## config.mk

```make
export PLATFORM = sky130hd
export DESIGN_NAME = maxpool_2x2_stream_flat
export DESIGN_NICKNAME = d
export VERILOG_FILES = /design/src/rtl/maxpool_2x2_stream_pkg.sv /design/src/rtl/maxpool_2x2_stream_if.sv /design/src/rtl/maxpool_2x2_stream_pool_max2.sv /design/src/rtl/maxpool_2x2_stream.sv /design/src/flat_wrapper.sv
export SDC_FILE = /design/constraint.sdc
export NUM_CORES = 1
export LEC_CHECK = 0
export CAP_MARGIN = 20
export CORE_MARGIN = 1
export CORE_UTILIZATION = 54
export CTS_CLUSTER_DIAMETER = 80
export DETAILED_ROUTE_END_ITERATION = 8
export PLACE_DENSITY = 0.71
export SETUP_SLACK_MARGIN = 0.5
export SLEW_MARGIN = 20
export SYNTH_ARGS = -nofsm -noshare
export SYNTH_HDL_FRONTEND = slang
export SYNTH_HIERARCHICAL = 1
export SYNTH_SLANG_ARGS = --single-unit
```

## constraint.sdc

```tcl
create_clock -name clk -period 8.9 [get_ports clk]
set_clock_uncertainty 0.15 [all_clocks]
set_input_delay 1.78 -clock clk [delete_from_list [all_inputs] [get_ports clk]]
set_output_delay 1.78 -clock clk [all_outputs]
set_load 0.1 [all_outputs]
```

## src/rtl/maxpool_2x2_stream_pkg.sv

```systemverilog
// -----------------------------------------------------------------------------
// maxpool_2x2_stream_pkg
//   Shared definitions for the pooling datapath:
//     - number-format encodings for the ARITH_TYPE parameter
//     - greater_eq(): the ordering used by every max/ReLU style stage
//   Ports: none (package).
// -----------------------------------------------------------------------------
package maxpool_2x2_stream_pkg;

  // Number formats carried on the sample bus.
  localparam int ARITH_FP32 = 0;  // IEEE-754 single precision bit patterns
  localparam int ARITH_INT  = 1;  // signed two's complement

  // Widest word greater_eq() can order; narrower words are zero-extended by
  // the caller and the real width is passed in.
  localparam int GE_MAX_W = 64;

  typedef logic [GE_MAX_W-1:0] ge_word_t;

  // Returns 1 when a should be chosen over b, so ties keep the first operand.
  //   ARITH_INT : signed compare.
  //   ARITH_FP32: sign-magnitude order on the raw bits; +0 and -0 compare
  //               equal (first operand wins). NaNs get no special treatment
  //               and simply fall into the same bitwise ordering.
  function automatic logic greater_eq(input ge_word_t a,
                                      input ge_word_t b,
                                      input int       arith_type,
                                      input int       width);
    ge_word_t sign_mask;
    ge_word_t mag_mask;
    ge_word_t a_mag;
    ge_word_t b_mag;
    logic     a_neg;
    logic     b_neg;
    logic     ge;
    sign_mask = ge_word_t'(1) << (width - 1);
    mag_mask  = ~({GE_MAX_W{1'b1}} << (width - 1));
    a_neg     = |(a & sign_mask);
    b_neg     = |(b & sign_mask);
    a_mag     = a & mag_mask;
    b_mag     = b & mag_mask;
    if (a_neg != b_neg) begin
      // Differing signs: the non-negative operand wins in both formats.
      ge = b_neg;
      // Except FP +0 / -0, which are equal, so the first operand is kept.
      if ((arith_type == ARITH_FP32) && (a_mag == '0) && (b_mag == '0)) begin
        ge = 1'b1;
      end
    end else if (arith_type == ARITH_INT) begin
      // Same sign in two's complement: the low bits order directly.
      ge = (a_mag >= b_mag);
    end else if (!a_neg) begin
      ge = (a_mag >= b_mag);
    end else begin
      // Both FP negative: the smaller magnitude is the larger value.
      ge = (a_mag <= b_mag);
    end
    return ge;
  endfunction

endpackage

```

## src/rtl/maxpool_2x2_stream_if.sv

```systemverilog
// -----------------------------------------------------------------------------
// maxpool_2x2_stream_if
//   Sample stream into and pooled stream out of the max-pool stage.
//
//   Handshake: valid-only, no backpressure. A word is transferred on every
//   rising clock edge where its valid is high; the receiver must take it.
//   pool_valid_out and frame_done are single-cycle pulses. frame_clear is a
//   synchronous restart that overrides pool_valid_in in the same cycle.
//
//   Signals:
//     pool_data_in   [DATA_WIDTH] convolution output sample
//     pool_valid_in               pool_data_in valid this cycle
//     frame_clear                 restart position counters
//     pool_data_out  [DATA_WIDTH] pooled maximum (holds when not valid)
//     pool_valid_out              pool_data_out valid pulse
//     frame_done                  pulse marking the end of a pooled frame
//   Modports: master = upstream/consumer side, slave = pooling stage.
// -----------------------------------------------------------------------------
interface maxpool_2x2_stream_if #(
  parameter int DATA_WIDTH = 32
);

  logic [DATA_WIDTH-1:0] pool_data_in;
  logic                  pool_valid_in;
  logic                  frame_clear;
  logic [DATA_WIDTH-1:0] pool_data_out;
  logic                  pool_valid_out;
  logic                  frame_done;

  modport master (
    output pool_data_in,
    output pool_valid_in,
    output frame_clear,
    input  pool_data_out,
    input  pool_valid_out,
    input  frame_done
  );

  modport slave (
    input  pool_data_in,
    input  pool_valid_in,
    input  frame_clear,
    output pool_data_out,
    output pool_valid_out,
    output frame_done
  );

endinterface

```

## src/rtl/maxpool_2x2_stream_pool_max2.sv

```systemverilog
// -----------------------------------------------------------------------------
// maxpool_2x2_stream_pool_max2
//   Combinational two-input maximum; a is returned on a tie.
//   Ports:
//     a, b     [DATA_WIDTH] operands (a has priority on ties)
//     max_out  [DATA_WIDTH] selected operand
// -----------------------------------------------------------------------------
module maxpool_2x2_stream_pool_max2
  import maxpool_2x2_stream_pkg::*;
#(
  parameter int DATA_WIDTH = 32,
  parameter int ARITH_TYPE = ARITH_FP32
) (
  input  logic [DATA_WIDTH-1:0] a,
  input  logic [DATA_WIDTH-1:0] b,
  output logic [DATA_WIDTH-1:0] max_out
);

  ge_word_t a_ext;
  ge_word_t b_ext;
  logic     a_wins;

  always_comb begin
    a_ext                   = '0;
    b_ext                   = '0;
    a_ext[DATA_WIDTH-1:0]   = a;
    b_ext[DATA_WIDTH-1:0]   = b;
    a_wins                  = greater_eq(a_ext, b_ext, ARITH_TYPE, DATA_WIDTH);
    max_out                 = a_wins ? a : b;
  end

endmodule

```

## src/rtl/maxpool_2x2_stream.sv

```systemverilog
// -----------------------------------------------------------------------------
// maxpool_2x2_stream
//   Streaming 2x2 / stride-2 max pooling of a raster-order OFM_SIZE x OFM_SIZE
//   map into a POOL_SIZE x POOL_SIZE map (POOL_SIZE = OFM_SIZE/2, floor).
//   Only one half-row buffer (POOL_SIZE words) plus a left-sample register are
//   kept; no frame storage.
//
//   Ports:
//     clk    rising-edge clock
//     reset  asynchronous active-high reset
//     pool   maxpool_2x2_stream_if.slave (sample stream in, pooled stream out)
//
//   Dataflow per accepted sample at (row, col):
//     even col          -> left register
//     odd col, even row -> line_buf[col/2] = max(left, sample)
//     odd col, odd row  -> out = max(line_buf[col/2], max(left, sample)),
//                          presented one cycle later
//   With odd OFM_SIZE the trailing row/column only advance the counters.
// -----------------------------------------------------------------------------
module maxpool_2x2_stream
  import maxpool_2x2_stream_pkg::*;
#(
  parameter int DATA_WIDTH = 32,
  parameter int OFM_SIZE   = 30,
  parameter int ARITH_TYPE = ARITH_FP32
) (
  input  logic                 clk,
  input  logic                 reset,
  maxpool_2x2_stream_if.slave  pool
);

  localparam int POOL_SIZE = OFM_SIZE / 2;
  localparam int CNT_W     = (OFM_SIZE > 1) ? $clog2(OFM_SIZE) : 1;
  localparam logic [CNT_W-1:0] LAST_IDX = CNT_W'(OFM_SIZE - 1);
  localparam bit   ODD_SIZE = (OFM_SIZE % 2) == 1;

  // Position counters.
  logic [CNT_W-1:0] col_q, col_d;
  logic [CNT_W-1:0] row_q, row_d;

  // Most recent even-column sample of the current row.
  logic [DATA_WIDTH-1:0] left_q, left_d;

  // Horizontal pair maxima of the last even row. Not reset: each entry is
  // written on the even row before the odd row reads it.
  logic [DATA_WIDTH-1:0] line_buf_q [POOL_SIZE];
  logic [DATA_WIDTH-1:0] line_buf_d [POOL_SIZE];

  // Output registers.
  logic [DATA_WIDTH-1:0] data_out_q, data_out_d;
  logic                  valid_out_q, valid_out_d;
  logic                  frame_done_q, frame_done_d;

  logic                  col_last;
  logic                  row_last;
  logic                  row_kept;
  logic [CNT_W-1:0]      half_col;
  logic [DATA_WIDTH-1:0] buf_rd;
  logic [DATA_WIDTH-1:0] pair_max;
  logic [DATA_WIDTH-1:0] quad_max;

  assign col_last = (col_q == LAST_IDX);
  assign row_last = (row_q == LAST_IDX);
  // For odd sizes the final row has no partner row and never feeds the buffer.
  assign row_kept = !(ODD_SIZE && row_last);
  assign half_col = col_q >> 1;

  // Buffer read port, decoded from the pair index.
  always_comb begin
    buf_rd = '0;
    for (int i = 0; i < POOL_SIZE; i++) begin
      if (half_col == CNT_W'(i)) begin
        buf_rd = line_buf_q[i];
      end
    end
  end

  // Horizontal pair: left register over the incoming sample on ties.
  maxpool_2x2_stream_pool_max2 #(
    .DATA_WIDTH (DATA_WIDTH),
    .ARITH_TYPE (ARITH_TYPE)
  ) u_max_h (
    .a       (left_q),
    .b       (pool.pool_data_in),
    .max_out (pair_max)
  );

  // Vertical combine: buffered upper pair over the lower pair on ties.
  maxpool_2x2_stream_pool_max2 #(
    .DATA_WIDTH (DATA_WIDTH),
    .ARITH_TYPE (ARITH_TYPE)
  ) u_max_v (
    .a       (buf_rd),
    .b       (pair_max),
    .max_out (quad_max)
  );

  always_comb begin
    col_d        = col_q;
    row_d        = row_q;
    left_d       = left_q;
    line_buf_d   = line_buf_q;
    data_out_d   = data_out_q;
    valid_out_d  = 1'b0;
    frame_done_d = 1'b0;

    if (pool.frame_clear) begin
      // Restart wins over a coincident sample; nothing is written.
      col_d = '0;
      row_d = '0;
    end else if (pool.pool_valid_in) begin
      if (col_last) begin
        col_d = '0;
        row_d = row_last ? '0 : row_q + CNT_W'(1);
      end else begin
        col_d = col_q + CNT_W'(1);
      end

      if (!col_q[0]) begin
        // Also taken for the trailing column of an odd size; the next
        // sample (col 0) overwrites it before anything reads it.
        left_d = pool.pool_data_in;
      end else if (!row_q[0]) begin
        if (row_kept) begin
          for (int i = 0; i < POOL_SIZE; i++) begin
            if (half_col == CNT_W'(i)) begin
              line_buf_d[i] = pair_max;
            end
          end
        end
      end else begin
        data_out_d  = quad_max;
        valid_out_d = 1'b1;
      end

      // Last sample of the frame. For even sizes this is also the last
      // window, so the pulse lines up with its result; for odd sizes it is
      // a discarded trailing sample and the pulse stands alone.
      frame_done_d = col_last && row_last;
    end
  end

  always_ff @(posedge clk or posedge reset) begin
    if (reset) begin
      col_q        <= '0;
      row_q        <= '0;
      left_q       <= '0;
      data_out_q   <= '0;
      valid_out_q  <= 1'b0;
      frame_done_q <= 1'b0;
    end else begin
      col_q        <= col_d;
      row_q        <= row_d;
      left_q       <= left_d;
      data_out_q   <= data_out_d;
      valid_out_q  <= valid_out_d;
      frame_done_q <= frame_done_d;
    end
  end

  always_ff @(posedge clk) begin
    line_buf_q <= line_buf_d;
  end

  assign pool.pool_data_out  = data_out_q;
  assign pool.pool_valid_out = valid_out_q;
  assign pool.frame_done     = frame_done_q;

endmodule

```

## src/flat_wrapper.sv

```systemverilog
// flat-port wrapper written by rule: the top's interface ports become plain ports
module maxpool_2x2_stream_flat import maxpool_2x2_stream_pkg::*;
#(
  parameter int DATA_WIDTH = 32,
  parameter int OFM_SIZE   = 30,
  parameter int ARITH_TYPE = ARITH_FP32
)
  (clk, reset, pool_pool_data_in, pool_pool_valid_in, pool_frame_clear, pool_pool_data_out, pool_pool_valid_out, pool_frame_done);
  maxpool_2x2_stream_if #(.DATA_WIDTH(DATA_WIDTH)) pool_i ();
  input  logic clk;
  input  logic reset;
  input wire logic [$bits(pool_i.pool_data_in)-1:0] pool_pool_data_in;
  input wire logic [$bits(pool_i.pool_valid_in)-1:0] pool_pool_valid_in;
  input wire logic [$bits(pool_i.frame_clear)-1:0] pool_frame_clear;
  output wire logic [$bits(pool_i.pool_data_out)-1:0] pool_pool_data_out;
  output wire logic [$bits(pool_i.pool_valid_out)-1:0] pool_pool_valid_out;
  output wire logic [$bits(pool_i.frame_done)-1:0] pool_frame_done;
  assign pool_i.pool_data_in = pool_pool_data_in;
  assign pool_i.pool_valid_in = pool_pool_valid_in;
  assign pool_i.frame_clear = pool_frame_clear;
  assign pool_pool_data_out = pool_i.pool_data_out;
  assign pool_pool_valid_out = pool_i.pool_valid_out;
  assign pool_frame_done = pool_i.frame_done;
  maxpool_2x2_stream #(.DATA_WIDTH(DATA_WIDTH), .OFM_SIZE(OFM_SIZE), .ARITH_TYPE(ARITH_TYPE)) u_core (.clk(clk), .reset(reset), .pool(pool_i));
endmodule
```

==> Slide: Implementation Results <==
Synthesis and Place & Route Summary

Synthesis
  – Yosys synthesis warning count: 6
  – Count of instantiated cells in the yosys netlist: around 1800
  – Seq share, synth: approximately 65%
  – Mux frac, synth: a little under a tenth
  – Fraction of post-synthesis cell area in the top cell type by area: a little under three fifths
  – Dominant non-sequential cell family after synthesis: AND-OR/OR-AND gates
  – Top area cells in the synthesized netlist: edfxtp_1 (57%), dfrtp_1 (7.6%), mux2_2 (4.1%), ha_1 (3.3%), nand2_1 (2.5%)
  – Adder Share, Synth: 3.29%
  – Area of the mapped netlist: about 0.025 sq mm
  – Most used standard cells in the synthesized netlist: edfxtp_1 (480), nand2_1 (169), o21ai_0 (96), a21oi_1 (93), mux2_2 (91)
  – Dominant synthesized flop cell: edfxtp_1
  – Post-synthesis register bit count: 556
  – Xor/xnor cell area share of the yosys netlist: 0%
  – Post-synth ARST share: between 10% and 20%
  – Count of different cell masters after synthesis: approximately 87
  – Yosys synthesis chip area: 0.0251 sq mm
  – Library cell with the highest instance count after synthesis: edfxtp_1
  – Cell count after synthesis: about 1800
  – Cell type with the highest aggregate area in the netlist: edfxtp_1
  – And+or+nand+nor area frac: a little under 8%
  – Synthesized Nets: around 1900
  – AO/OA Area Share: 11.1%
  – Number of flops mapped to enable cells by yosys: roughly 480
  – Average instance area after synthesis: ~14 sq um

Timing
  – Unrepaired setup endpoints after global routing: no
  – Slew at the pin closest to its max-slew limit: roughly 1.1 ns
  – Post-Route Setup TNS: 0 ns
  – Worst hold slack: around 0.33 ns
  – Minimum clock period: 7.35 ns
  – Crit share post-route: around 83%
  – Setup-failing EPs final: 0
  – Final-report max-slew violation count: 0
  – Final hold vios: 0
  – Worst slew slack as a fraction of its limit: between 20% and 30%
  – FMAX: between 100 and 150 MHz

Clocking
  – Post-cts repair resize count: 0
  – Max Root-Sink Buffers: 3
  – Level count of the clock H-tree: 2
  – Worst skew pair latency: 0.62 ns
  – Inserted Clock Buffers: 54
  – Clock tree from TritonCTS: done
  – Clock sink total: 556
  – Clock transition at the register clock pins on the worst setup and hold paths after CTS: 0.06 ns
  – Root cell of the clock tree: clkbuf_16
  – Post-CTS Hold Buffers: 0
  – Post-CTS repair timing setup buffer count: 0

Finish
  – Area growth from synthesis to layout: 12.1%
  – Number of antenna diodes: 0
  – Fraction of layout cells with a size suffix above 1: about 16%
  – # fillers: 3440
  – Count of nets after finishing: between 1500 and 2000

Setup path
  – Reg-to-reg critical path endpoint: u_core/pool.pool_data_out[22]$_DFFE_PP0P_
  – Capture point of the critical path: u_core/pool.pool_data_out[22]$_DFFE_PP0P_
  – CP bufs+invs: 4
  – CP peak stage delay: around 0.65 ns
  – Stages on worst setup path: 21
  – Critical path cell sequence: clkdlybuf4s50_1 -> inv_1 -> ha_1 -> nand4_1 -> nor4_1 -> nand3_1 -> o2111ai_1 -> o311a_2 -> buf_4 -> mux2_2 -> ha_1 -> nand3b_1 -> a21oi_1 -> nor2_1 -> o311a_1 -> and4_4 -> a211oi_4 -> buf_4 -> mux2_2 -> nand2_1 -> nand2_1
  – Standard cell with the maximum stage delay on the critical path: o311a_2
  – Register-to-register setup slack: roughly 2.5 ns
  – Critical path peak fanout: 31
  – Worst endpoint required time: between 9 and 10 ns
  – Launching instance or port of the critical path: pool_pool_data_in[25]
  – Kind of capture point of the worst setup path: flip-flop
  – Number of cell instances on the worst register-to-register path: 16
  – Kind of cell with the highest combined delay on the critical path: buffers and inverters
  – Critical path data arrival time: roughly 7.7 ns
  – R2r startpoint: u_core/col_q[2]$_DFFE_PP0P_
  – Kind of start point of the critical path: input port
  – WS Path Type: input port to flip-flop

Die
  – Die boundary width: approximately 220 um
  – # IOs: about 70
  – Die Span Y: about 220 um
  – Die Outline Area: 0.0474 sq mm
  – Starting utilization of the core area: 55.0%
  – Core footprint: about 0.046 sq mm
  – Standard-cell rows: about 80

Drt
  – Top routing layer used: met4
  – Post-route antenna net violation count: 0
  – Router iterations before antenna repair: 6
  – Vias per cell: about 6.6
  – Post-Route M1 WL: between 20000 and 30000 um
  – Wire length on met2: 33300 um
  – DRC violations left: 0
  – DR WL met3: 7500 um
  – Iteration-0 DRC count of the detailed router: around 1900
  – WL per Instance: 28.0 um

Global routing
  – GRT overflow: 0
  – Antenna violations before repair: 0
  – GRT Resource Usage Total: about 31%
  – Wire length of the first global-routing pass: around 110000 um
  – Number of global-route vias before repair: about 17000
  – Pin count of the biggest net entering global routing: roughly 60

Power
  – P_leak: about 10 nW
  – Pwr dens: 215 mW/mm^2
  – VDD IR max: 0.187 mV

Placed design
  – Detailed placer's ending HPWL: between 40000 and 50000 um
  – Buffers on Ports: a little under 70
  – Placer's final routability congestion estimate: around 0.93

Min path
  – Hold Crit Start: u_core/pool.pool_data_out[21]$_DFFE_PP0P_
  – Path category of the worst min-delay check: flip-flop to flip-flop
  – Endpoint of the worst hold path: u_core/pool.pool_data_out[21]$_DFFE_PP0P_
  – Worst hold path depth: 2

Run status
  – Outcome: finished, final reports clean

Job
  – Number of violations of the max-capacitance limit: 0
  – Tally of OpenROAD warnings: 28
## cell usage in the layout (no fill, tap or decap), types with 66 or more instances in the layout
cell type	n
dfrtp_1	72
o21ai_0	96
clkdlybuf4s50_1	69
inv_1	72
mux2_2	91
edfxtp_1	480
nor2_1	69
a21oi_1	93
nand2_1	169
ha_1	66
## routing by layer
metal	up-vias	global-route usage, %
li1	7196	-
met1	8367	39.7
met2	996	48.5
met3	198	5.93
met4	0	16.5
met5	-	0
## report_power, final
group          internal, mW  switching (mW)  leakage, nW
clock network          1.23           0.958        0.818
registers              3.02          0.0492         5.30
logic                 0.294           0.519         3.62
## registers in the layout, indices dropped and copies added, names as in the netlist
name	flops
u_core/row_q	5
u_core/line_buf_q	480
u_core/left_q	32
u_core/col_q	5
u_core/pool.pool_valid_out	1
u_core/pool.pool_data_out	32
u_core/pool.frame_done	1
## worst min-delay path: cells and delay by family (launching register included)
kind | cells | cell delay [ns]
flops | 1 | 0.34
simple gates | 2 | 0.11
## cell type report
class,count,area [sq um],share of cell area (%)
multi-input cells,1079,8060,28.6
well taps,600,751,2.66
clock buffers,74,1530,5.43
flip-flops and latches,556,16300,57.9
repair buffers,121,1090,3.86
clock inverters,24,145,0.515
inverters,74,279,0.990
## through the flow
stage | util (%) | instance area [sq um] | power [mW] | worst slack [ns] | cells
after floorplan | - | 25100 | 3.65 | 2.74 | 1812
after global placement | 58.0 | 26500 | 3.88 | 1.06 | 2429
after detailed placement | 58.0 | 26500 | 3.91 | 1.03 | 2429
after CTS | 61.7 | 28200 | 6.06 | 1.63 | 2527
after global routing | 61.7 | 28200 | 6.24 | 1.37 | 2528
final | 61.7 | 28200 | 6.06 | 1.55 | 2528
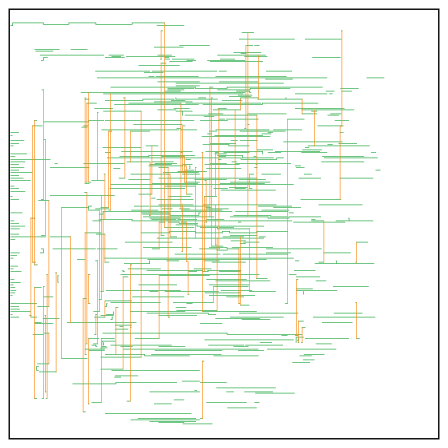
Fig. 1. Signal wires by layer.
Two of the layers only.
legend:
  orange:
    layer: metal 4
    wire_length: 3630 um
  green:
    layer: metal 3
    wire_length: 7500 um

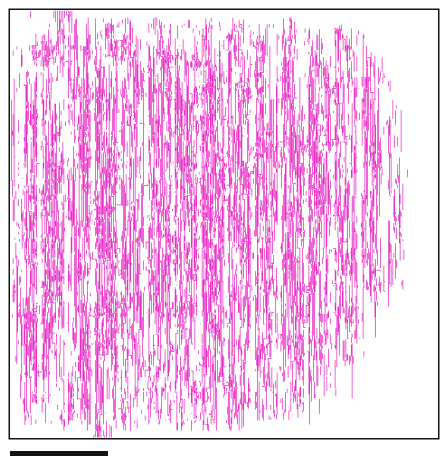
Fig. 2. Metal 2.
The bar under the picture is 50 um long.
wire length on this layer: 33.3 mm
nets with wire on the layer: 1671
share of all routed wire: 47%
longest straight run: 73.8 um
main direction: vertical
global routing met2 resource utilization: 48.5%
overall via count from detail_route: 16800
Post-Route WL: 70900 um

Power is estimated from default activity; no workload was simulated.
